==> src/rtl/alu_issue.sv <==
// Instruction sequencer in front of the combinational ALU: buffers ops in a FIFO,
// issues one at a time, captures the result and returns it over valid/ready.
module alu_issue #(
   parameter int unsigned DEPTH = 4
) (
   input  logic        clk,
   input  logic        rst_n,
   input  logic        in_valid,
   output logic        in_ready,
   input  logic [3:0]  in_op,
   input  logic [7:0]  in_a,
   input  logic [7:0]  in_b,
   output logic [3:0]  alu_cmd,
   output logic [7:0]  alu_a,
   output logic [7:0]  alu_b,
   input  logic [15:0] alu_res,
   output logic        res_valid,
   input  logic        res_ready,
   output logic [15:0] res_data,
   output logic        res_err,
   output logic [7:0]  err_count
);

   localparam int unsigned AW = $clog2(DEPTH);

   localparam logic [1:0] IDLE  = 2'd0;
   localparam logic [1:0] ISSUE = 2'd1;
   localparam logic [1:0] HOLD  = 2'd2;

   logic [1:0]  state;
   logic [19:0] mem [DEPTH];
   logic [AW:0] wr_ptr;
   logic [AW:0] rd_ptr;
   logic        full;
   logic        empty;
   logic        push;
   logic        load;
   logic        legal;
   logic [19:0] head;

   // Extra pointer MSB distinguishes full from empty when the index bits match.
   assign full  = (wr_ptr[AW] != rd_ptr[AW]) && (wr_ptr[AW-1:0] == rd_ptr[AW-1:0]);
   assign empty = (wr_ptr == rd_ptr);

   assign in_ready  = !full;
   assign push      = in_valid && in_ready;
   assign load      = !empty && ((state == IDLE) || ((state == HOLD) && res_ready));
   assign head      = mem[rd_ptr[AW-1:0]];
   assign legal     = (alu_cmd <= 4'h4);
   assign res_valid = (state == HOLD);

   always_ff @(posedge clk) begin
      if (push) begin
         mem[wr_ptr[AW-1:0]] <= {in_op, in_a, in_b};
      end
   end

   always_ff @(posedge clk or negedge rst_n) begin
      if (!rst_n) begin
         state     <= IDLE;
         wr_ptr    <= '0;
         rd_ptr    <= '0;
         alu_cmd   <= 4'hF;
         alu_a     <= 8'h00;
         alu_b     <= 8'h00;
         res_data  <= 16'h0000;
         res_err   <= 1'b0;
         err_count <= 8'h00;
      end else begin
         if (push) begin
            wr_ptr <= wr_ptr + 1'b1;
         end
         if (load) begin
            rd_ptr  <= rd_ptr + 1'b1;
            alu_cmd <= head[19:16];
            alu_a   <= head[15:8];
            alu_b   <= head[7:0];
         end
         case (state)
            IDLE: begin
               if (!empty) begin
                  state <= ISSUE;
               end
            end
            ISSUE: begin
               state <= HOLD;
               // Illegal opcodes leave the ALU output floating, so it is never sampled.
               if (legal) begin
                  res_data <= alu_res;
                  res_err  <= 1'b0;
               end else begin
                  res_data <= 16'h0000;
                  res_err  <= 1'b1;
                  if (err_count != 8'hFF) begin
                     err_count <= err_count + 8'h01;
                  end
               end
            end
            HOLD: begin
               if (res_ready) begin
                  state <= empty ? IDLE : ISSUE;
               end
            end
            default: state <= IDLE;
         endcase
      end
   end

endmodule

==> config.mk <==
export PLATFORM = sky130hd
export DESIGN_NAME = alu_issue
export DESIGN_NICKNAME = d
export VERILOG_FILES = /design/src/rtl/alu_issue.sv
export SDC_FILE = /design/constraint.sdc
export NUM_CORES = 1
export LEC_CHECK = 0
export CAP_MARGIN = 20
export CORE_MARGIN = 5
export CORE_UTILIZATION = 47
export CTS_CLUSTER_DIAMETER = 80
export DETAILED_ROUTE_END_ITERATION = 10
export PLACE_DENSITY = 0.75
export SLEW_MARGIN = 25
export SYNTH_ARGS = -nofsm -noshare
export SYNTH_HDL_FRONTEND = slang
export SYNTH_SLANG_ARGS = --single-unit
==> constraint.sdc <==
create_clock -name clk -period 1.8 [get_ports clk]
set_input_delay 0.45 -clock clk [delete_from_list [all_inputs] [get_ports clk]]
set_output_delay 0.45 -clock clk [all_outputs]
set_load 0.01 [all_outputs]
Fig. 1: routed metal per tile
The bar under the picture is 20 microns long. The die is cut into 23 by 23 equal tiles; dark purple is low, yellow is high, scaled to the fullest tile. Values are wire area over tile area, all layers added.
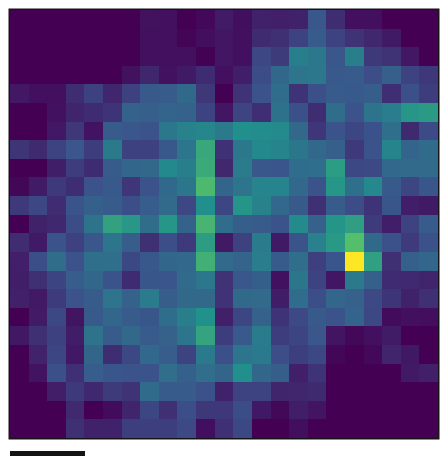
- nearly empty tiles: 16%
- fullest tile: 0.60
- tiles over half the peak: 4.2%
- densest ninth of the die: middle
- mean over tiles: 0.12

Fig. 2: cell outlines without signal wires
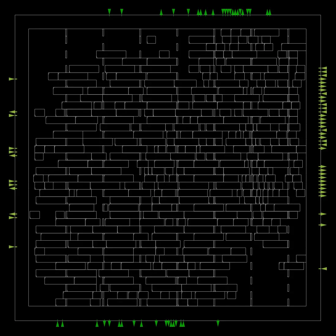
number of rows in the core area: 38
sequential share of cell area: 0.528
number of sequential cells in the layout: 133
core area: 0.0107 sq mm
post-layout util: 0.661

Fig. 3: clock network drawn from the DEF
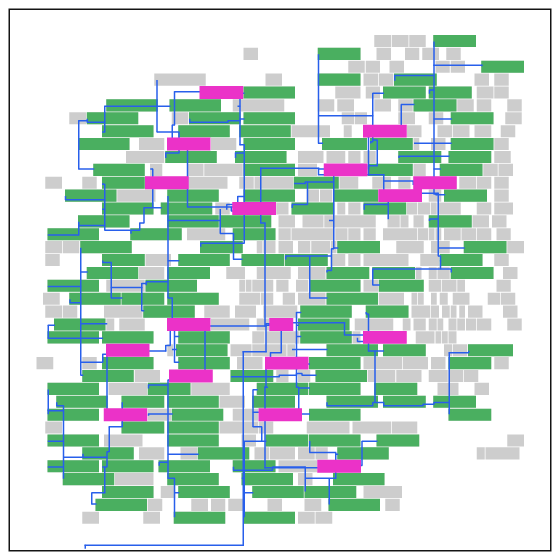
- magenta: clock drivers (count 17)
- blue: clock wires (length 1,410 microns)
- green: flip-flops (count 133)
- routed clock nets: 18
clock group total power: 3360 uW
clock network latency to the later pin of the worst-skew pair: 0.51 ns
largest clock skew in the final design: 0.00502 ns
Clock power frac: 0.249

Fig. 4: register map, names as in the netlist
Other sequential cells in the stronger gray, the rest of the logic in the fainter gray.
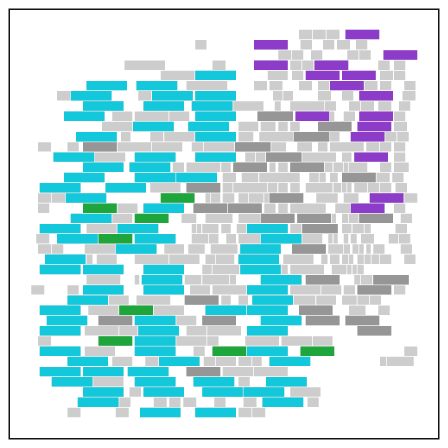
- green: alu_a (placed flops 8)
- purple: res_data (placed flops 16; where top right)
- cyan: mem (placed flops 80)
- not colored: 29
Reg area: 0.00374 sq mm
sequential cell power: 4800 uW

==> tab_implementation.tex <==
% Implementation results table
\begin{tabular}{lr}
\hline
Metric & Value \\
\hline
\multicolumn{2}{l}{\textbf{Clocking}} \\
\quad Maximum number of buffers from clock root to sink & 2 \\
\quad Number of clock sinks & 133 \\
\quad H-tree lvl count & 4 \\
\quad Post-CTS repair timing setup buffer count & 5 \\
\quad Clock buffers created by TritonCTS & 17 \\
\quad Cts repair resizes & 61 \\
\quad Clk root buf & sky130\_fd\_sc\_hd\_\_clkbuf\_8 \\
\quad CTS Hold Buffers Added & 1 \\
\quad Clk pin slew, worst setup/hold paths & around 0.060 ns \\
\quad Clock tree from TritonCTS & built \\
\multicolumn{2}{l}{\textbf{Timing}} \\
\quad Worst Max-Slew Pin Slew & 0.664 ns \\
\quad Top achievable clock speed & 517 MHz \\
\quad Max transition margin & 0.556 \\
\quad Final worst-path cycle share & 1.07 \\
\quad Final setup viols & 2 \\
\quad Minimum clock period & $\sim$1.9 ns \\
\quad Final WS setup & -0.133 ns \\
\quad Final Slew Violations & 0 \\
\quad Final-layout setup total negative slack & -0.136 ns \\
\quad Count of final hold-check violations & 0 \\
\multicolumn{2}{l}{\textbf{Drt}} \\
\quad DR top layer & met4 \\
\quad Routed length on met1 & between 4000 and 5000 microns \\
\quad Drt pass-1 iters & 5 \\
\quad Via-to-Cell Ratio & $\sim$5.2 \\
\quad Number of violations reported at the end of detailed-routing iteration 0 & 198 \\
\quad Total length of routed met3 wires & approximately 480 microns \\
\quad Sum of routed wire length over all layers & 10,400 microns \\
\quad Count of vias placed by the detailed router & about 2,800 \\
\quad Wire length per cell & $\sim$19 microns \\
\quad Detail Route Antenna Nets & 0 \\
\quad Met2 wire len & between 5000 and 6000 microns \\
\multicolumn{2}{l}{\textbf{Final layout}} \\
\quad Fill cells & roughly 740 \\
\quad Most frequent logic cell in the layout & sky130\_fd\_sc\_hd\_\_edfxtp\_1 \\
\quad Relative area change from synthesis to final layout & 39.2\% \\
\quad Net count of the finished layout & $\sim$440 \\
\quad Layout cell share with drive strength beyond 1 & 0.315 \\
\quad Final instance count without filler cells & 546 \\
\quad Max FFs per register & roughly 80 \\
\quad Most used cells in the layout excluding fill and tap cells & sky130\_fd\_sc\_hd\_\_edfxtp\_1 (80), sky130\_fd\_sc\_hd\_\_dfrtp\_1 (47), sky130\_fd\_sc\_hd\_\_dlygate4sd2\_1 (41), sky130\_fd\_sc\_hd\_\_clkdlybuf4s50\_1 (38), sky130\_fd\_sc\_hd\_\_buf\_4 (21) \\
\quad Diode insertion count for antenna repair & 0 \\
\quad Total non-filler cell area in the finished layout & 0.00707 sq mm \\
\multicolumn{2}{l}{\textbf{Placement}} \\
\quad Buffers on Ports & $\sim$86 \\
\quad Placed cell areas & 0.00629 sq mm \\
\quad Instance count after placement with tap cells included & 501 \\
\quad Half-perimeter wire length of the detailed placement result & approximately 6300 microns \\
\quad Placer Congestion & $\sim$0.76 \\
\multicolumn{2}{l}{\textbf{Critical path}} \\
\quad Critical path peak fanout & 2 \\
\quad Register-to-register setup slack & 0 ns \\
\quad Worst setup EP type & output pin \\
\quad Endpoint of the worst-slack reg-to-reg timing path & alu\_a[0]\$\_DFFE\_PN0P\_ \\
\quad FF-to-FF Start & wr\_ptr[1]\$\_DFFE\_PN0P\_ \\
\quad Number of cells traversed by the worst register-to-register path & 6 \\
\quad Required time at the endpoint of the critical path & 1.35 ns \\
\quad CP startpoint kind & flip-flop \\
\quad Critical Setup Path Class & reg -> out \\
\quad Launch point of the critical path & rd\_ptr[2]\$\_DFFE\_PN0P\_ \\
\quad Data arrival time at the worst-slack endpoint & 1.48 ns \\
\multicolumn{2}{l}{\textbf{Global route}} \\
\quad Initial antenna violation count & 0 \\
\quad Met3 track demand over resource in global routing & 0.0446 \\
\quad Wire length of the first global-routing pass & roughly 16,000 microns \\
\quad Met1 track demand over resource & 0.187 \\
\quad Largest net degree at the start of global routing & 54 \\
\quad Overflow left after global routing & 0 \\
\quad GR Layer Usage met2 & 0.281 \\
\quad Highest-utilization routing layer at the global route stage & met2 \\
\quad Vias in the first global route & approximately 3,000 \\
\quad All-Layer GR Usage & 0.160 \\
\multicolumn{2}{l}{\textbf{Logic synthesis}} \\
\quad Seq cells post-synth & $\sim$130 \\
\quad Xor/xnor share & 0.0172 \\
\quad Distinct cell type count after synthesis & 33 \\
\quad Top cells, area & sky130\_fd\_sc\_hd\_\_edfxtp\_1 (47\%), sky130\_fd\_sc\_hd\_\_dfrtp\_1 (24\%), sky130\_fd\_sc\_hd\_\_mux4\_2 (8.9\%), sky130\_fd\_sc\_hd\_\_mux2\_2 (5.3\%), sky130\_fd\_sc\_hd\_\_a22o\_1 (2.8\%) \\
\quad Fa+ha+maj area frac & 0.0148 \\
\quad Top logic family & multiplexers \\
\quad Top FF cell, synth & sky130\_fd\_sc\_hd\_\_edfxtp\_1 \\
\quad Syn\_area\_per\_cell & 19.2 sq um \\
\quad Yosys warnings & 0 \\
\quad Mapped Nets & between 300 and 400 \\
\quad Register share after synthesis & 0.735 \\
\quad Ys async rst share & 0.398 \\
\quad Synthesized netlist cell count & 264 \\
\quad Post-synth tally of flip-flops with integrated enable & about 80 \\
\quad Fraction of the mapped netlist area in compound gates & 0.0426 \\
\quad Synthesized area & roughly 0.0051 sq mm \\
\quad Area fraction in mux cells & 0.146 \\
\quad Library cell with the largest summed area after synthesis & sky130\_fd\_sc\_hd\_\_edfxtp\_1 \\
\multicolumn{2}{l}{\textbf{Floorplan}} \\
\quad Initial core utilization & 0.475 \\
\quad Top-level port count & 87 \\
\quad Die area & 0.0130 sq mm \\
\quad Horizontal extent of the die & around 110 microns \\
\multicolumn{2}{l}{\textbf{Job}} \\
\quad Count of warning messages emitted by the tools & 31 \\
\quad Total of max-cap violations & 0 \\
\multicolumn{2}{l}{\textbf{Power}} \\
\quad Cell-internal power & between 9000 and 10,000 uW \\
\quad Switching Fraction & 0.300 \\
\quad IR drop worst, VDD & 0.00103 V \\
\quad Portion of total power attributed to combinational logic & 0.396 \\
\quad Switching power total & about 4000 uW \\
\quad Leakage Power & about 0.0029 uW \\
\quad Register share of total power & 0.355 \\
\quad Power density normalized to cell area & roughly 1900 mW/mm\^{}2 \\
\multicolumn{2}{l}{\textbf{Run status}} \\
\quad Violations in the final reports & setup timing \\
\quad Outcome & complete, but fails checks \\
\hline
\end{tabular}
-- cell usage after synthesis (2+ instances only) --
library cell	number
sky130_fd_sc_hd__buf_2	3
sky130_fd_sc_hd__xnor2_1	5
sky130_fd_sc_hd__inv_1	6
sky130_fd_sc_hd__ha_1	6
sky130_fd_sc_hd__nand3_1	4
sky130_fd_sc_hd__nor2b_1	2
sky130_fd_sc_hd__nor3_1	4
sky130_fd_sc_hd__nor2_1	5
sky130_fd_sc_hd__a211oi_1	2
sky130_fd_sc_hd__a22o_1	16
sky130_fd_sc_hd__buf_6	2
sky130_fd_sc_hd__dfstp_2	4
sky130_fd_sc_hd__mux4_2	20
sky130_fd_sc_hd__nand2b_1	2
sky130_fd_sc_hd__edfxtp_1	80
sky130_fd_sc_hd__xor2_1	5
sky130_fd_sc_hd__nand2_1	5
sky130_fd_sc_hd__o21ai_0	2
sky130_fd_sc_hd__clkbuf_1	3
sky130_fd_sc_hd__dfrtp_1	49
sky130_fd_sc_hd__and3_1	4
sky130_fd_sc_hd__mux2_2	24
-- worst max-delay path, stage by stage (launching register included) --
cell and delay (ns):
sky130_fd_sc_hd__dfrtp_1 0.42, sky130_fd_sc_hd__xnor2_2 0.22, sky130_fd_sc_hd__nand3b_1 0.17, sky130_fd_sc_hd__buf_2 0.16
-- layout make-up --
type                            count  area (sq um)  share of cell area
Multi-Input combinational cell    116          1380               0.195
Clock buffer                       19           432              0.0610
Clock inverter                     13           156              0.0221
Sequential cell                   133          3740               0.528
Timing Repair Buffer              119          1170               0.165
Tap cell                          140           175              0.0248
Inverter                            6          22.5             0.00318
-- power groups by stage --
stage	sequential, uW	combinational (uW)	clock (uW)
final	4800	5350	3360
after global routing	4890	5690	3560
after CTS	4770	4610	3410
after detailed placement	4860	4710	0
after global placement	4820	4590	0
after floorplan	5000	2400	0
Power and IR drop assume default switching activity.
